==> config.mk <==
export PLATFORM = sky130hd
export DESIGN_NAME = l1_stream_credit_ptr
export DESIGN_NICKNAME = d
export VERILOG_FILES = /design/src/rtl/l1_stream_credit_ptr.sv
export SDC_FILE = /design/constraint.sdc
export NUM_CORES = 1
export LEC_CHECK = 0
export ABC_CLOCK_PERIOD_IN_PS = 10100
export CELL_PAD_IN_SITES_DETAIL_PLACEMENT = 1
export CELL_PAD_IN_SITES_GLOBAL_PLACEMENT = 1
export CORE_MARGIN = 2
export CORE_UTILIZATION = 39
export DETAILED_ROUTE_END_ITERATION = 7
export GPL_TIMING_DRIVEN = 0
export PLACE_DENSITY_LB_ADDON = 0.1
export SLEW_MARGIN = 20
export SYNTH_ARGS = -nofsm -noshare
export SYNTH_HDL_FRONTEND = slang
export SYNTH_SLANG_ARGS = --single-unit
==> constraint.sdc <==
create_clock -name clk -period 10.1 [get_ports clk]
set_input_delay 1.515 -clock clk [delete_from_list [all_inputs] [get_ports clk]]
set_output_delay 1.515 -clock clk [all_outputs]
set_load 0.005 [all_outputs]
Fig. 1: register map, names as in the netlist
Bar = 20 um.
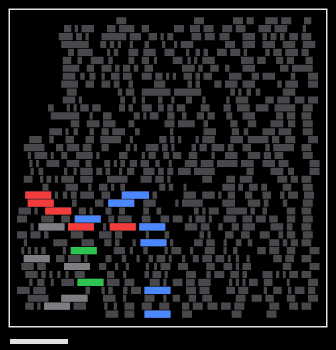
Key: red = `valid_lines` [placed flops 5]; blue = `o_ptr` [placed flops 7]; green = `state` [placed flops 2]
Seq area share: 8.78%
Core Util, Final: 50.5%
Seq. cell area: 477 um^2
power in sequential cells: 211 uW

Fig. 2: zoomed window
Bar = 20 um. Region (29, 51) to (79, 101) um. Cells in grey, sequential cells in the stronger grey; small squares are vias.
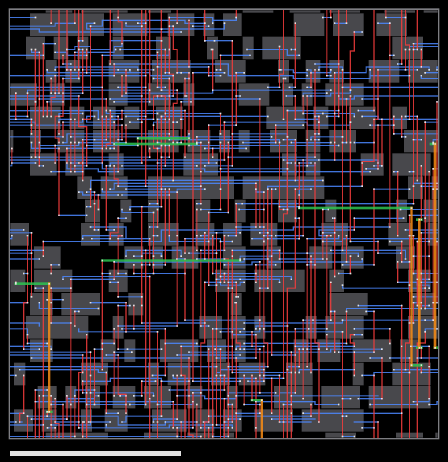
Key: red = M2; green = M3; orange = M4; blue = M1
154 logic cells have their middle in the window. Sequential cells in the window: 0. Most frequent: ha_1 (17), inv_1 (15).

==> out/metrics.cfg <==
[run_status]
run_status=finished, final reports clean

[clock_network]
numClockSinks=19
clk-insertion-delay-late_ps=260
root_buffer=sky130_fd_sc_hd__clkbuf_8
htree_levels=1
cts.path.max_buffers=2
cts.reportedPaths.clkPinSlew_ps=70
ctsHoldBuffers=0
tritoncts.num_buffers=3

[flow_run]
log.warning_count=36
max-cap-violations=0

[floorplan]
die_height_um=108
core_region_area_mm2=0.0107
core_util_floorplan_pct=39.6
fp-row-count=38

[grt]
grt_overflow_total=0
grt_start_max_net_pins=23
number_of_global_route_vias_before_repair=4216

[logic_synthesis]
yosysWarningCount=0
yosys_cells=498
enable_flop_cells=0
synth.cellmix.xorXnorShare_pct=13.9
synth_top_area_share_pct=24.4
synth.mux.area_fraction_pct=0.559
synth_top_cell_by_area=sky130_fd_sc_hd__ha_1
biggest_combinational_cell_group_after_synthesis=adder cells
asyncSetResetFlopFracSynth_pct=100

[pwr]
p_int_uw=1000
power.total_uw=1910
irDropWorstVdd_mv=0.171
swShare_pct=47.5
clock_power_share_pct=2.8

[min_path]
hold-path-cell-count=2

[cells_and_area]
lay_top_cells=92 x sky130_fd_sc_hd__clkdlybuf4s50_1, 83 x sky130_fd_sc_hd__ha_1, 42 x sky130_fd_sc_hd__inv_1, 32 x sky130_fd_sc_hd__nor2_1, 31 x sky130_fd_sc_hd__xnor2_1
largest_register_ff_count=7
synthesis_to_finish_area_growth_pct=27.8
fin_cells=734

[placed_design]
dp_worst_setup_slack_ps=-64.9

[detailed_routing]
wl_um=13100
routed_length_per_instance_um=17.8

[sta]
setup_slack_ps=676
worst_slew_margin_rel_pct=44.9
tns_ps=0
setup_viol=0
clock_skew_ps=5.47
grt_setup_unrepaired=false

[worst_setup_path]
maximum_net_fanout_on_the_critical_path=10

==> worst max-delay path: cells and delay by family <==
| kind | cells | cell delay (ps) |
|---|---|---|
| buf+inv | 8 | 1190 |
| compound gates | 16 | 3060 |
| fa+ha+maj | 8 | 2420 |
| simple gates | 11 | 1350 |
==> metal layers <==
layer,up-vias,global-route usage (%),share of wire [%]
li1,1959,-,-
met1,1980,26.5,43
met2,72,43.4,53
met3,18,1.51,2.2
met4,0,6.14,2.1
met5,-,0,0
==> final cells by class <==
class                           instances  area [um^2]
Buffer                                 19          110
Clock buffer                            3         41.3
Clock inverter                          1         7.51
Fill cell                            1302         5310
Inverter                               44          168
Multi-Input combinational cell        416         3530
Sequential cell                        19          477
Tap cell                              140          175
Timing Repair Buffer                   92          921
Power is estimated from default activity; no workload was simulated.
